### src/rtl/multi_cycle_control_pkg.sv
// Shared encodings for the multi-cycle sequencer: FSM states, opcodes and
// datapath select values.
package multi_cycle_control_pkg;

  typedef enum logic [3:0] {
    S_IDLE      = 4'd0,
    S_FETCH     = 4'd1,
    S_DECODE    = 4'd2,
    S_EXECUTE   = 4'd3,
    S_ALU_WB    = 4'd4,
    S_MEM_ADDR  = 4'd5,
    S_MEM_READ  = 4'd6,
    S_MEM_WB    = 4'd7,
    S_MEM_WRITE = 4'd8,
    S_BRANCH    = 4'd9,
    S_JUMP      = 4'd10,
    S_ILLEGAL   = 4'd11
  } state_e;

  localparam logic [5:0] OP_R   = 6'h00;
  localparam logic [5:0] OP_MUL = 6'h1c;
  localparam logic [5:0] OP_LW  = 6'h23;
  localparam logic [5:0] OP_SW  = 6'h2b;
  localparam logic [5:0] OP_BEQ = 6'h04;
  localparam logic [5:0] OP_BNE = 6'h05;
  localparam logic [5:0] OP_J   = 6'h02;
  localparam logic [5:0] OP_JAL = 6'h03;
  localparam logic [5:0] OP_LUI = 6'h0f;

  localparam logic [1:0] ALUOP_ADD   = 2'd0;
  localparam logic [1:0] ALUOP_SUB   = 2'd1;
  localparam logic [1:0] ALUOP_FUNCT = 2'd2;
  localparam logic [1:0] ALUOP_LUI   = 2'd3;

  localparam logic [1:0] SRCB_B       = 2'd0;
  localparam logic [1:0] SRCB_FOUR    = 2'd1;
  localparam logic [1:0] SRCB_IMM     = 2'd2;
  localparam logic [1:0] SRCB_IMM_SL2 = 2'd3;

  localparam logic [1:0] PCSRC_ALU    = 2'd0;
  localparam logic [1:0] PCSRC_ALUOUT = 2'd1;
  localparam logic [1:0] PCSRC_JUMP   = 2'd2;

  localparam logic [1:0] REGDST_RT  = 2'd0;
  localparam logic [1:0] REGDST_RD  = 2'd1;
  localparam logic [1:0] REGDST_R31 = 2'd2;

  localparam logic [1:0] M2R_ALUOUT = 2'd0;
  localparam logic [1:0] M2R_MDR    = 2'd1;
  localparam logic [1:0] M2R_PC     = 2'd2;

  function automatic logic is_rtype(input logic [5:0] op);
    return (op == OP_R) || (op == OP_MUL);
  endfunction

endpackage

### src/rtl/multi_cycle_control.sv
// Multi-cycle instruction sequencer: steps the shared datapath through
// fetch/decode/execute/memory/write-back and counts retired instructions.
module multi_cycle_control
  import multi_cycle_control_pkg::*;
(
  input  logic        clock,
  input  logic        resetN,
  input  logic [5:0]  opCode,
  input  logic        memReady,
  input  logic        zero,
  output logic        pcWrite,
  output logic        irWrite,
  output logic        memRead,
  output logic        memWrite,
  output logic        iorD,
  output logic        regWrite,
  output logic        ALUSrcA,
  output logic [1:0]  regDst,
  output logic [1:0]  memToReg,
  output logic [1:0]  ALUSrcB,
  output logic [1:0]  ALUOp,
  output logic [1:0]  PCSource,
  output logic        instrDone,
  output logic        illegalOp,
  output logic [31:0] retired
);

  state_e      state_q, state_d;
  logic [31:0] retired_q, retired_d;

  // State and retired-instruction counter; reset abandons any in-flight access.
  always_ff @(posedge clock or negedge resetN) begin
    if (!resetN) begin
      state_q   <= S_IDLE;
      retired_q <= 32'd0;
    end else begin
      state_q   <= state_d;
      retired_q <= retired_d;
    end
  end

  assign retired = retired_q;

  // Next-state and datapath controls; outputs follow the state register so
  // reset forces them low without waiting for a clock edge.
  always_comb begin
    state_d   = state_q;
    pcWrite   = 1'b0;
    irWrite   = 1'b0;
    memRead   = 1'b0;
    memWrite  = 1'b0;
    iorD      = 1'b0;
    regWrite  = 1'b0;
    ALUSrcA   = 1'b0;
    regDst    = REGDST_RT;
    memToReg  = M2R_ALUOUT;
    ALUSrcB   = SRCB_B;
    ALUOp     = ALUOP_ADD;
    PCSource  = PCSRC_ALU;
    instrDone = 1'b0;
    illegalOp = 1'b0;

    case (state_q)
      S_IDLE: begin
        state_d = S_FETCH;
      end
      S_FETCH: begin
        memRead = 1'b1;
        ALUSrcB = SRCB_FOUR;
        irWrite = memReady;
        pcWrite = memReady;
        if (memReady) begin
          state_d = S_DECODE;
        end else begin
          state_d = S_FETCH;
        end
      end
      S_DECODE: begin
        ALUSrcB = SRCB_IMM_SL2;
        case (opCode)
          OP_R, OP_MUL, OP_LUI: state_d = S_EXECUTE;
          OP_LW, OP_SW:         state_d = S_MEM_ADDR;
          OP_BEQ, OP_BNE:       state_d = S_BRANCH;
          OP_J, OP_JAL:         state_d = S_JUMP;
          default:              state_d = S_ILLEGAL;
        endcase
      end
      S_EXECUTE: begin
        ALUSrcA = 1'b1;
        if (is_rtype(opCode)) begin
          ALUSrcB = SRCB_B;
          ALUOp   = ALUOP_FUNCT;
        end else begin
          ALUSrcB = SRCB_IMM;
          ALUOp   = ALUOP_LUI;
        end
        state_d = S_ALU_WB;
      end
      S_ALU_WB: begin
        regWrite  = 1'b1;
        regDst    = is_rtype(opCode) ? REGDST_RD : REGDST_RT;
        instrDone = 1'b1;
        state_d   = S_FETCH;
      end
      S_MEM_ADDR: begin
        ALUSrcA = 1'b1;
        ALUSrcB = SRCB_IMM;
        if (opCode == OP_SW) begin
          state_d = S_MEM_WRITE;
        end else begin
          state_d = S_MEM_READ;
        end
      end
      S_MEM_READ: begin
        memRead = 1'b1;
        iorD    = 1'b1;
        if (memReady) begin
          state_d = S_MEM_WB;
        end else begin
          state_d = S_MEM_READ;
        end
      end
      S_MEM_WB: begin
        regWrite  = 1'b1;
        memToReg  = M2R_MDR;
        instrDone = 1'b1;
        state_d   = S_FETCH;
      end
      S_MEM_WRITE: begin
        memWrite  = 1'b1;
        iorD      = 1'b1;
        instrDone = memReady;
        if (memReady) begin
          state_d = S_FETCH;
        end else begin
          state_d = S_MEM_WRITE;
        end
      end
      S_BRANCH: begin
        ALUSrcA   = 1'b1;
        ALUOp     = ALUOP_SUB;
        PCSource  = PCSRC_ALUOUT;
        pcWrite   = (opCode == OP_BNE) ? ~zero : zero;
        instrDone = 1'b1;
        state_d   = S_FETCH;
      end
      S_JUMP: begin
        pcWrite  = 1'b1;
        PCSource = PCSRC_JUMP;
        if (opCode == OP_JAL) begin
          regWrite = 1'b1;
          regDst   = REGDST_R31;
          memToReg = M2R_PC;
        end else begin
          regWrite = 1'b0;
        end
        instrDone = 1'b1;
        state_d   = S_FETCH;
      end
      S_ILLEGAL: begin
        illegalOp = 1'b1;
        state_d   = S_FETCH;
      end
      default: begin
        state_d = S_IDLE;
      end
    endcase
  end

  // Counter wraps naturally at 32 bits.
  always_comb begin
    if (instrDone) begin
      retired_d = retired_q + 32'd1;
    end else begin
      retired_d = retired_q;
    end
  end

endmodule

### config.mk
export PLATFORM = sky130hd
export DESIGN_NAME = multi_cycle_control
export DESIGN_NICKNAME = d
export VERILOG_FILES = /design/src/rtl/multi_cycle_control_pkg.sv /design/src/rtl/multi_cycle_control.sv
export SDC_FILE = /design/constraint.sdc
export NUM_CORES = 1
export LEC_CHECK = 0
export CAP_MARGIN = 5
export CORE_MARGIN = 2
export CORE_UTILIZATION = 48
export DETAILED_ROUTE_END_ITERATION = 16
export GPL_ROUTABILITY_DRIVEN = 1
export GPL_TIMING_DRIVEN = 0
export PLACE_DENSITY_LB_ADDON = 0.12
export SYNTH_ARGS = -nofsm -noshare
export SYNTH_HDL_FRONTEND = slang
export SYNTH_SLANG_ARGS = --single-unit
### constraint.sdc
create_clock -name clock -period 2.2 [get_ports clock]
set_clock_uncertainty 0.2 [all_clocks]
set_input_delay 0.44 -clock clock [delete_from_list [all_inputs] [get_ports clock]]
set_output_delay 0.44 -clock clock [all_outputs]
set_load 0.02 [all_outputs]
Fig. 1: run 1, metal layers overlaid
Bar = 20 microns.
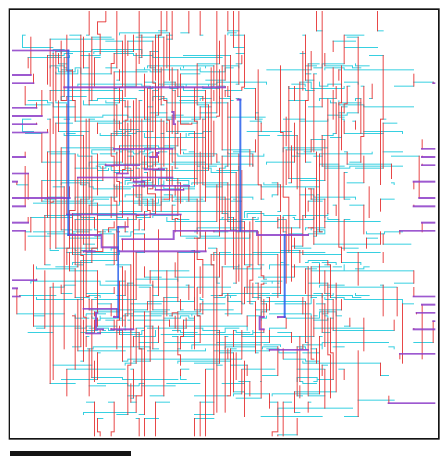
[purple] M3 | wire length: 301 microns
[red] M2 | wire length: 2,930 microns
[blue] M4 | wire length: 80.9 microns
[cyan] M1 | wire length: 2,510 microns
Routed WL: 5820 microns
via count: 2,129

Fig. 2: run 1, sequential cells grouped by signal name
Other cells in gray.
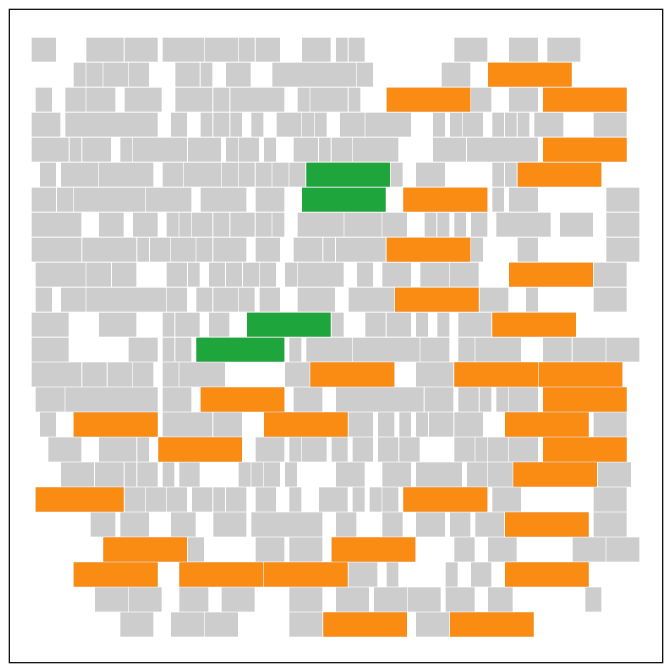
[orange] `retired` | sequential cells: 32 | where: spread over the die
[green] `state_q` | sequential cells: 4 | where: middle
Seq/total area: 27.4%
Power Sequential: 0.883 mW
Flop area: 903 sq um

==> impl_metrics.py, run 1 <==
# Physical implementation metrics
metrics = {
    "detailed_routing": {
        "wl_per_cell_microns": 15.4,
        "drt-initial-drc-count": 134,
        "viasPerCell": 5.63,
    },
    "placement": {
        "pre_cts_ws_ns": -1.31,
        "dpl.cell_count": 349,
        "globalplace.congestion": 0.886,
    },
    "floorplan": {
        "dieArea_sq_mm": 0.00504,
        "chipHeight_microns": 71.0,
        "core_area_sq_mm": 0.00432,
        "die_w_microns": 71.0,
        "fp_util_pct": 49.8,
    },
    "logic_synthesis": {
        "async_flop_share_pct": 100,
        "synth_cell_types": 47,
        "fp_nets": 248,
        "ff_type": "dfrtp_1",
        "top_cells_by_area": "dfrtp_1 (42%), xnor2_1 (8.1%), nor2_1 (5.4%), nand2_1 (4.7%), xor2_1 (4.5%)",
    },
    "timing": {
        "timing.final.crit_period_ns": 2.44,
        "fin_ws_ns": -0.239,
        "finalSetupViolCount": 4,
        "finalHoldViolations": 0,
        "fmax_ghz": 0.410,
        "fin_crit_sh_pct": 111,
    },
    "run_status": {
        "violations": "setup timing",
        "outcome": "finished, violations left",
    },
    "cts": {
        "clock_latency_ns": 0.29,
        "h-tree-depth": 2,
        "cts.hold.buffers_added": 0,
    },
    "power_and_ir_drop": {
        "cellPowerDensity_mw_per_mm2": 1000,
        "p_total_mw": 3.30,
    },
    "critical_path": {
        "crit_top_cell": "a21oi_1",
        "startpoint": "opCode[4]",
        "path_max_fanout": 3,
    },
    "finish": {
        "num_antenna_cells": 0,
        "syn_to_final_growth_pct": 53.0,
        "fill_cells": 314,
    },
    "global_route": {
        "grt_max_degree": 37,
    },
}
Fig. 3: run 1, routing congestion
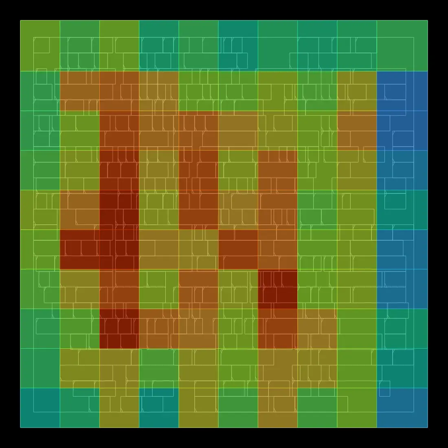
final core occ: 76.2%
M1 GR Usage: 29.7%
GRT Max-Usage Layer: met2
Tot GR Track Use: 22.5%

[run 1: path summary, 6_finish.rpt]
check,depth (start not counted),to,slack (ns)
worst max register to register,7,retired[30],0.13
min in group clock,1,retired[31],0.27
max in group asynchronous,1,state_q[3],1.23
worst max-delay path,7,ALUSrcB[1],-0.24
worst min register to register,1,retired[31],0.27
worst min-delay path,1,retired[12],0.03
[run 1: Yosys cell counts, drive strengths merged (3+ instances only)]
library cell  instances
nor2b                 3
a21oi                11
nand2b                4
xor2                 11
and3                  6
clkbuf                7
nor3                  7
buf                   5
a31oi                 3
nor2                 31
inv                   7
nor4                  4
nand2                27
dfrtp                36
nand4                16
nand3                 9
xnor2                21
o21ai                 3
[run 1: what timing repair did]
item / in CTS / in global routing
buffers inserted: 11 / 12
gates cloned: 0 / 1
pin swaps: 13 / 12
endpoints found under the setup margin: 19 / 19
resized: 143 / 38
[run 1: worst register-to-register path, stage by stage, from the launching register on]
cell	delay (ns)
dfrtp_2	0.41
ha_2	0.23
nand2_1	0.10
nor4_4	0.36
and4_1	0.26
buf_6	0.14
nand4_4	0.11
xnor2_2	0.16
[run 1: where the power goes]
part | internal [mW] | total [mW] | switching [mW]
Sequential | 0.759 | 0.883 | 0.124
Clock | 0.215 | 0.437 | 0.222
Combinational | 0.897 | 1.98 | 1.09
[run 1: per-stage QoR]
step                hold slack, ns  TNS, ns
floorplan                  -0.0556  -0.0326
global placement             0.255   -27.60
detailed placement           0.259   -16.95
CTS                         0.0564   -0.751
global route                0.0980    -1.07
finish                      0.0278   -0.713
[run 1: metal layers]
layer / track usage (%) / up-vias / routed length (microns)
met5: 0 / - / 0
met4: 8.60 / 0 / 80
met3: 4.13 / 8 / 301
met2: 37.0 / 79 / 2930
met1: 29.7 / 1029 / 2510
li1: - / 1013 / -
[run 1: logic make-up after synthesis]
family                   count (synthesis)  share of synthesized area [%]
AND/OR/NAND/NOR                        116                           29.0
buffers and inverters                   19                           3.90
XOR/XNOR                                32                           13.4
AND-OR/OR-AND                           32                           10.8
adder cells (fa/ha/maj)                  1                          0.581
flip-flops                              36                           41.9
multiplexers                             1                          0.523
[run 1: flip-flops by register name (all words and copies together) (netlist names)]
register  flops
state_q       4
retired      32
[run 1: layout make-up]
| cell class | count | area share [%] |
|---|---|---|
| plain buffers | 10 | 3.23 |
| clock buffers | 6 | 2.20 |
| clock inverters | 1 | 0.152 |
| inverters | 7 | 0.798 |
| multi-input cells | 182 | 41.0 |
| flip-flops and latches | 36 | 27.4 |
| well taps | 52 | 1.98 |
| repair buffers | 84 | 23.2 |
Fig. 4: run 1, clock wires, drivers and flops
Bar = 20 microns.
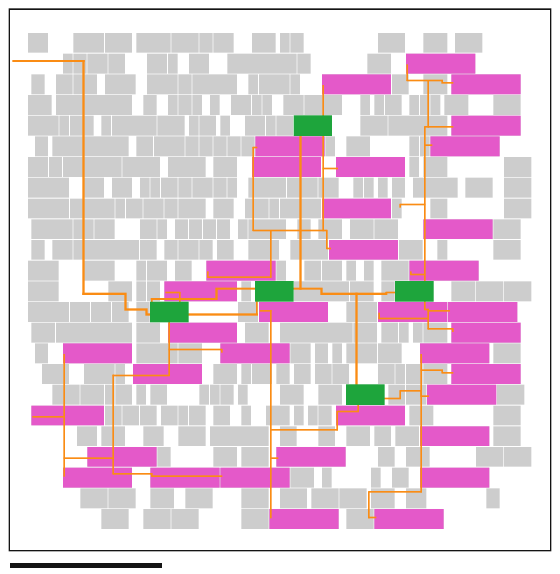

==> run 1 -> run 2 <==
CORE_UTILIZATION = 50   (was 48)
DONT_BUFFER_PORTS = 1   (was not set)
Fig. 5: run 2, clock wires, drivers and flops
Bar = 20 microns.
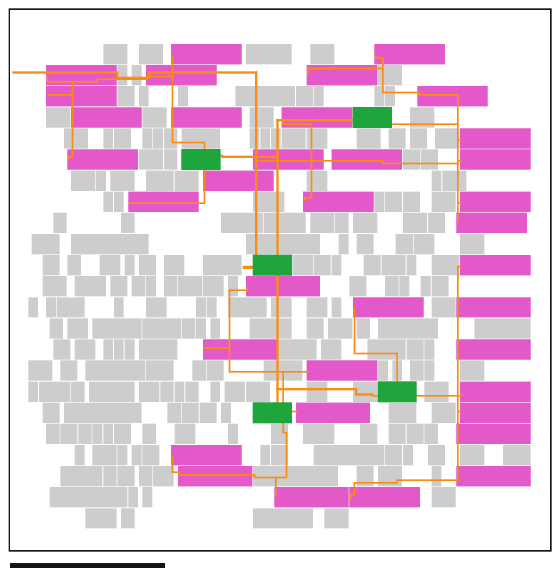
[green] clock-net drivers | count: 5
[orange] clock wires | length: 432 microns
[magenta] flip-flops | count: 36
routed clock nets: 6
flops lie: spread over the die

Fig. 6: run 2, sequential cells grouped by signal name
Other cells in gray.
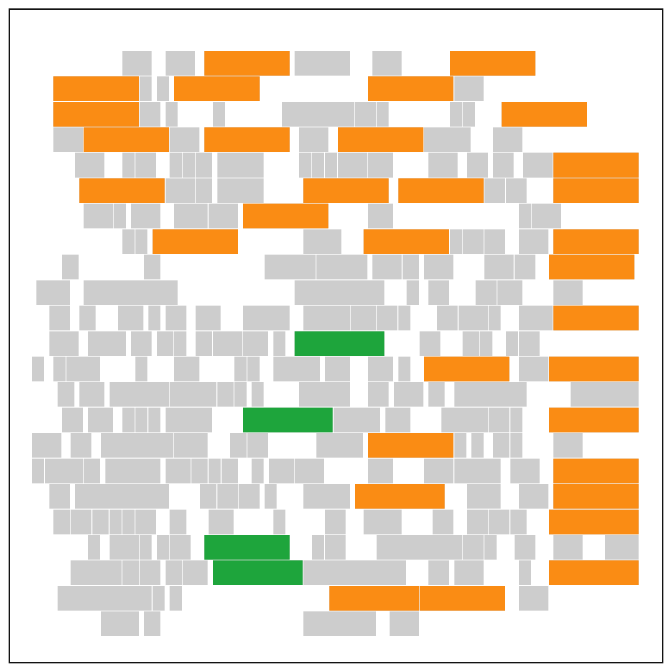
[green] `state_q` | sequential cells: 4
[orange] `retired` | sequential cells: 32 | where: spread over the die
Flop area: 912 sq um
Power Sequential: 0.989 mW
Seq/total area: 33.7%
final core occ: 66.7%

==> run 2 against run 1 <==
Compared with the run above:
- the run still ends with setup timing left
- critical path depth is 2 lower
- count of clock-buffer cells in the layout increased by 1
- sequential power is 12% higher
- routed wire length fell by 16%
- global-route usage decreased by 0.88 points
- via count shrank 15%
- die area fell by 3.8%
- worst setup slack better by 0.23 ns
- sequential share of layout area grew 6.3 points
- critical path type unchanged
==> impl_metrics.py, run 2 <==
# Physical implementation metrics
metrics = {
    "critical_path": {
        "reg2reg_depth": 7,
        "crit_top_cell": "a21oi_1",
        "path_cells": "or3_4 > a2111oi_4 > a21oi_1 > a21oi_1 > nor2_2",
        "cp_num_buf_inv": 0,
        "critPathSlowestCell": "or3_4",
        "path_max_fanout": 6,
        "timing.rr.start": "retired[0]",
        "startpoint": "opCode[3]",
        "crit_cells": 5,
    },
    "placement": {
        "dpl.cell_count": 287,
        "globalplace.congestion": 0.868,
        "pre_cts_ws_ns": -0.333,
    },
    "detailed_routing": {
        "drt-initial-drc-count": 67,
        "vias": 1809,
        "wl_microns": 4890,
        "viasPerCell": 5.93,
        "wl_per_cell_microns": 16.0,
    },
    "logic_synthesis": {
        "top_cells_by_count": "dfrtp_1 (36), nor2_1 (31), nand2_1 (27), xnor2_1 (20), nand4_1 (15)",
        "fp_nets": 248,
        "top_cells_by_area": "dfrtp_1 (42%), xnor2_1 (8.1%), nor2_1 (5.4%), nand2_1 (4.7%), xor2_1 (4.5%)",
        "ff_type": "dfrtp_1",
        "async_flop_share_pct": 100,
        "most_common_cell": "dfrtp_1",
        "edf_count": 0,
        "synth_cell_types": 47,
    },
    "cts": {
        "clock_latency_ns": 0.29,
        "h-tree-depth": 2,
    },
    "hold_path": {
        "min_path_cells": 2,
    },
    "floorplan": {
        "fp_util_pct": 53.0,
        "core_area_sq_mm": 0.00406,
        "die_w_microns": 69.6,
        "dieArea_sq_mm": 0.00484,
        "chipHeight_microns": 69.6,
    },
    "timing": {
        "fin_tns_setup_ns": -0.00954,
        "rsz0062_at_grt": "true",
        "timing.final.crit_period_ns": 2.21,
        "fin_ws_ns": -0.00954,
        "fmax_ghz": 0.453,
        "finalHoldViolations": 0,
        "fin_crit_sh_pct": 100,
        "finalSetupViolCount": 1,
    },
    "global_route": {
        "antenna_found_initial": 0,
        "grt_pass1_vias": 1794,
        "grtUsageTotal_pct": 21.6,
        "grt_max_degree": 37,
    },
    "finish": {
        "fill_cells": 332,
        "syn_to_final_growth_pct": 25.8,
        "largest_register_ffs": 32,
        "num_antenna_cells": 0,
    },
    "power_and_ir_drop": {
        "cellPowerDensity_mw_per_mm2": 1200,
        "max-vdd-ir-drop_mv": 0.658,
    },
    "run_status": {
        "violations": "setup timing",
        "outcome": "finished, violations left",
    },
    "run": {
        "cap_violations": 0,
    },
}
run 2: metal layers:
layer | part of all wire (%) | GRT usage [%] | routed length [microns] | vias to the layer above
li1 | - | - | - | 868
met1 | 44 | 27.6 | 2150 | 863
met2 | 49 | 34.7 | 2380 | 69
met3 | 5.8 | 6.40 | 283 | 9
met4 | 1.6 | 7.84 | 80 | 0
met5 | 0 | 0 | 0 | -
run 2: cell families (layout without fill, tap and decap cells):
family,Yosys count,in the layout,share of synthesized area [%]
compound gates,32,32,10.8
xor+xnor,32,32,13.4
fa+ha+maj,1,1,0.581
buf+inv,19,37,3.90
flops,36,36,41.9
mux,1,1,0.523
simple gates,116,116,29.0
run 2: final timing paths:
| path | end | slack, ns |
|---|---|---|
| worst max register to register | retired[30] | 0.14 |
| worst min-delay path | state_q[3] | 0.15 |
| worst min register to register | retired[10] | 0.38 |
| max in group asynchronous | state_q[2] | 1.19 |
| worst max-delay path | ALUSrcB[1] | -0.01 |
| min in group asynchronous | retired[13] | 0.41 |
run 2: cell type report:
type | count | area (sq um) | area share (%)
plain buffers | 11 | 113 | 4.16
clock buffers | 7 | 96.3 | 3.56
well taps | 50 | 62.6 | 2.31
clock inverters | 1 | 30.0 | 1.11
repair buffers | 11 | 97.6 | 3.61
multi-input cells | 182 | 1370 | 50.6
flip-flops and latches | 36 | 912 | 33.7
inverters | 7 | 26.3 | 0.971
run 2: metrics by stage:
step | power, mW | hold WS [ns]
after global routing | 3.44 | 0.146
after floorplan | 1.89 | -0.0556
final | 3.24 | 0.146
after CTS | 3.05 | 0.140
after global placement | 2.09 | -0.0549
after detailed placement | 2.11 | -0.0549
run 2: power breakdown:
group	internal [mW]	total, mW	switching [mW]	leakage [nW]
Sequential	0.767	0.989	0.221	0.464
Combinational	0.661	1.62	0.964	0.638
Clock	0.400	0.625	0.225	0.0645
run 2: worst register-to-register path, cell delays in order (launching register included):
cell and delay [ns]:
dfrtp_2 0.48, ha_4 0.19, nand2_1 0.09, nor4_4 0.33, and4_1 0.25, buf_6 0.14
nand4_4 0.11, xnor2_2 0.16
run 2: timing repair:
action / in CTS / in global routing
cloned: 0 / 0
setup endpoints to repair: 21 / 30
pin swaps: 8 / 8
hold buffers: 2 / 0
gates resized: 46 / 25
setup buffers: 3 / 6
hold endpoints to repair: 36 / 0
Fig. 7: run 2, metal layers overlaid
Bar = 20 microns.
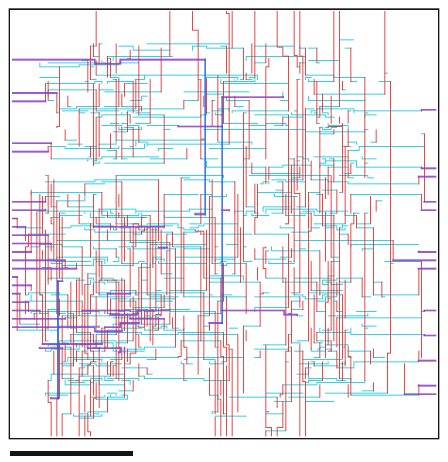

==> run 2 -> run 3 <==
CORE_UTILIZATION = 40   (was 50)
REMOVE_ABC_BUFFERS = 1   (was not set)
Fig. 8: run 3, metal layers overlaid
Bar = 20 microns.
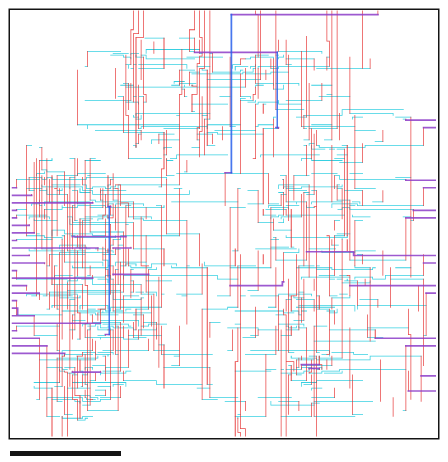
Routed WL: 4970 microns
via count: 1,762

Fig. 9: run 3, clock wires, drivers and flops
Bar = 20 microns.
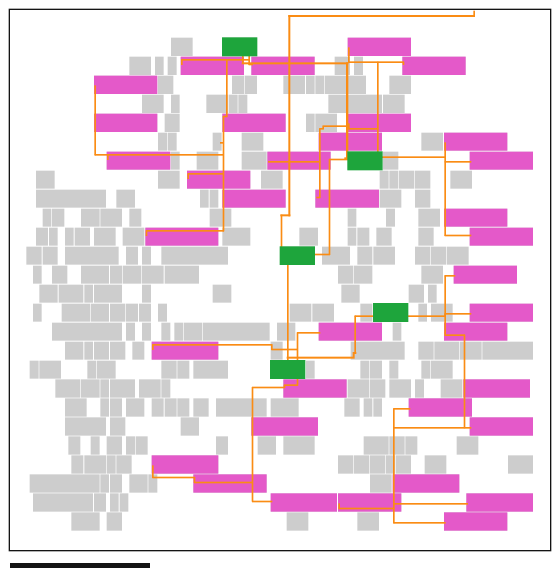
clock share of power: 14.9%
clock-net power: 0.438 mW

==> run 3 against run 2 <==
Compared with the run above:
- the run still ends with setup timing left
- global-route usage shrank 4.2 points
- clock power shrank about 30%
- fmax shrank 1.4%
- sequential share of layout area grew 1.3 points
- non-clock buffer count shrank 5
- flip-flop count is the same
==> impl_metrics.py, run 3 <==
# Physical implementation metrics
metrics = {
    "run_status": {
        "outcome": "finished, violations left",
        "violations": "setup timing",
    },
    "logic_synthesis": {
        "ys_seq_share_pct": 41.9,
        "xor_share_pct": 13.4,
        "top_cells_by_count": "dfrtp_1 (36), nor2_1 (31), nand2_1 (27), xnor2_1 (20), nand4_1 (15)",
        "ff_type": "dfrtp_1",
        "top_cells_by_area": "dfrtp_1 (42%), xnor2_1 (8.1%), nor2_1 (5.4%), nand2_1 (4.7%), xor2_1 (4.5%)",
        "ys_sh_simple_pct": 29.0,
        "synthAdderAreaFrac_pct": 0.581,
        "synth.avg_cell_area_sq_um": 9.08,
        "largest_area_cell": "dfrtp_1",
        "most_common_cell": "dfrtp_1",
        "async_flop_share_pct": 100,
        "ys_top_logic_family": "simple AND/OR/NAND/NOR gates",
        "top_area_share_pct": 41.9,
        "ys_cells": 237,
        "ys_area_sq_mm": 0.00215,
        "muxShareOfSynthArea_pct": 0.523,
        "netlist_area_sq_mm": 0.00215,
        "edf_count": 0,
        "synth_cell_types": 47,
        "ys_sh_aoi_pct": 10.8,
    },
    "finish": {
        "num_antenna_cells": 0,
        "lay_top_cells": "dfrtp_1 (27), nor2_1 (26), nand2_1 (24), xnor2_1 (20), nand4_1 (15)",
        "fin_nets": 260,
        "largest_register_ffs": 32,
        "syn_to_final_growth_pct": 21.9,
    },
    "cts": {
        "clock_path_buffers": 2,
        "clkSlewWorstSetupHoldPaths_ns": 0.06,
        "tritoncts": "yes",
        "clock_latency_ns": 0.28,
        "h-tree-depth": 2,
    },
    "placement": {
        "globalplace.congestion": 0.754,
        "port_buffers": 0,
    },
    "power_and_ir_drop": {
        "swShare_pct": 46.2,
        "seq_power_share_pct": 35.5,
        "cellPowerDensity_mw_per_mm2": 1120,
        "p_int_mw": 1.59,
        "max-vdd-ir-drop_mv": 0.765,
        "pwr-share-comb_pct": 49.7,
        "switchingPower_mw": 1.36,
    },
    "global_route": {
        "grt_pass1_vias": 1698,
        "antenna_found_initial": 0,
        "grtUsageTotal_pct": 17.5,
        "grt_first_pass_wirelength_microns": 8330,
        "grt_max_degree": 37,
    },
    "detailed_routing": {
        "drcViolationCount": 0,
        "viasPerCell": 5.52,
        "ant_nets": 0,
        "wl_per_cell_microns": 15.6,
        "drt-initial-drc-count": 56,
    },
    "floorplan": {
        "dieArea_sq_mm": 0.00598,
        "rows": 26,
        "core_area_sq_mm": 0.00514,
        "chipHeight_microns": 77.4,
        "io_pins": 61,
        "fp_util_pct": 41.9,
        "die_w_microns": 77.4,
    },
    "timing": {
        "timing.final.crit_period_ns": 2.24,
        "fin_ws_ns": -0.0415,
        "finalHoldViolations": 0,
        "relSlewSlack_pct": 57.1,
        "finalSetupViolCount": 2,
        "fmax_ghz": 0.446,
        "fin_crit_sh_pct": 102,
        "rsz0062_at_grt": "true",
        "fin_tns_setup_ns": -0.0715,
        "fin_hold_ws_ns": 0.144,
        "drv_slew": 0,
        "tightestPinTransition_ns": 0.638,
    },
    "hold_path": {
        "hold_class": "in2reg",
    },
    "critical_path": {
        "crit_required_ns": 1.56,
        "path_cells": "or3_4 > a2111oi_4 > a21oi_1 > a21oi_1 > nor2_2",
        "crit_top_cell": "a21oi_1",
        "slowest_delay_ns": 0.38,
        "critPathSlowestCell": "or3_4",
        "cp_num_buf_inv": 0,
        "path_max_fanout": 6,
    },
    "run": {
        "tool_warnings": 27,
        "cap_violations": 0,
    },
}
## run 3: stage by stage
step	area [sq um]	power [mW]	worst slack [ns]	cells	util, %
after detailed placement	2180	1.98	-0.584	295	42.5
after global placement	2180	1.99	-0.600	295	42.5
after global routing	2620	3.16	-0.0916	319	51.0
after CTS	2550	2.87	-0.0692	315	49.6
final	2620	2.95	-0.0415	319	51.0
after floorplan	2090	1.79	-0.393	225	-
## run 3: area by class of cell
cell class                 instances  area, sq um
fill                             489         2520
clock buffer                       6         72.6
inverter                           7         31.3
timing repair buffer              17          160
tap                               70         87.6
clock inverter                     1         5.00
sequential                        36          917
multi-input combinational        182         1350
## run 3: power by group through the flow
stage	clock, mW	sequential (mW)	combinational, mW
floorplan	0	1.02	0.768
global placement	0	1.10	0.894
detailed placement	0	1.09	0.892
CTS	0.456	1.03	1.38
global route	0.489	1.07	1.60
finish	0.438	1.05	1.46
## run 3: kinds of logic after synthesis
family,after synthesis
xor gates and xnor gates,32
buffers and inverters,19
AOI/OAI and AO/OA,32
muxes,1
and+or+nand+nor,116
DFF,36
adders and majority gates,1
## run 3: per-layer routing
| metal | wire [microns] | track usage, % |
|---|---|---|
| met5 | 0 | 0 |
| met4 | 65 | 6.61 |
| met3 | 292 | 5.70 |
| met2 | 2450 | 27.8 |
| met1 | 2160 | 22.1 |
## run 3: worst paths after layout
kind                                to         from  cells past startpoint  slack (ns)
setup / recovery            ALUSrcB[1]    opCode[4]                      5       -0.04
hold / removal              state_q[3]    opCode[4]                      2        0.14
min in group asynchronous  retired[12]       resetN                      2        0.42
hold reg to reg             retired[0]   retired[0]                      1        0.39
setup reg to reg           retired[30]  retired[10]                      5        0.08
max in group asynchronous   state_q[1]       resetN                      2        1.18
## run 3: worst register-to-register path, cell delays in order, from the launching register on
cell	delay, ns
dfrtp_1	0.53
nand3_2	0.20
nor4_4	0.43
and4_4	0.36
nand4_4	0.12
xnor2_2	0.16
## run 3: timing repair
action                                  4_1_cts  5_1_grt
endpoints found under the setup margin       47       30
gates resized                                40       16
hold endpoints to repair                     36        0
pin swaps                                    11        7
setup buffers                                11        4
hold buffers                                  2        0
Power is estimated from default activity; no workload was simulated.
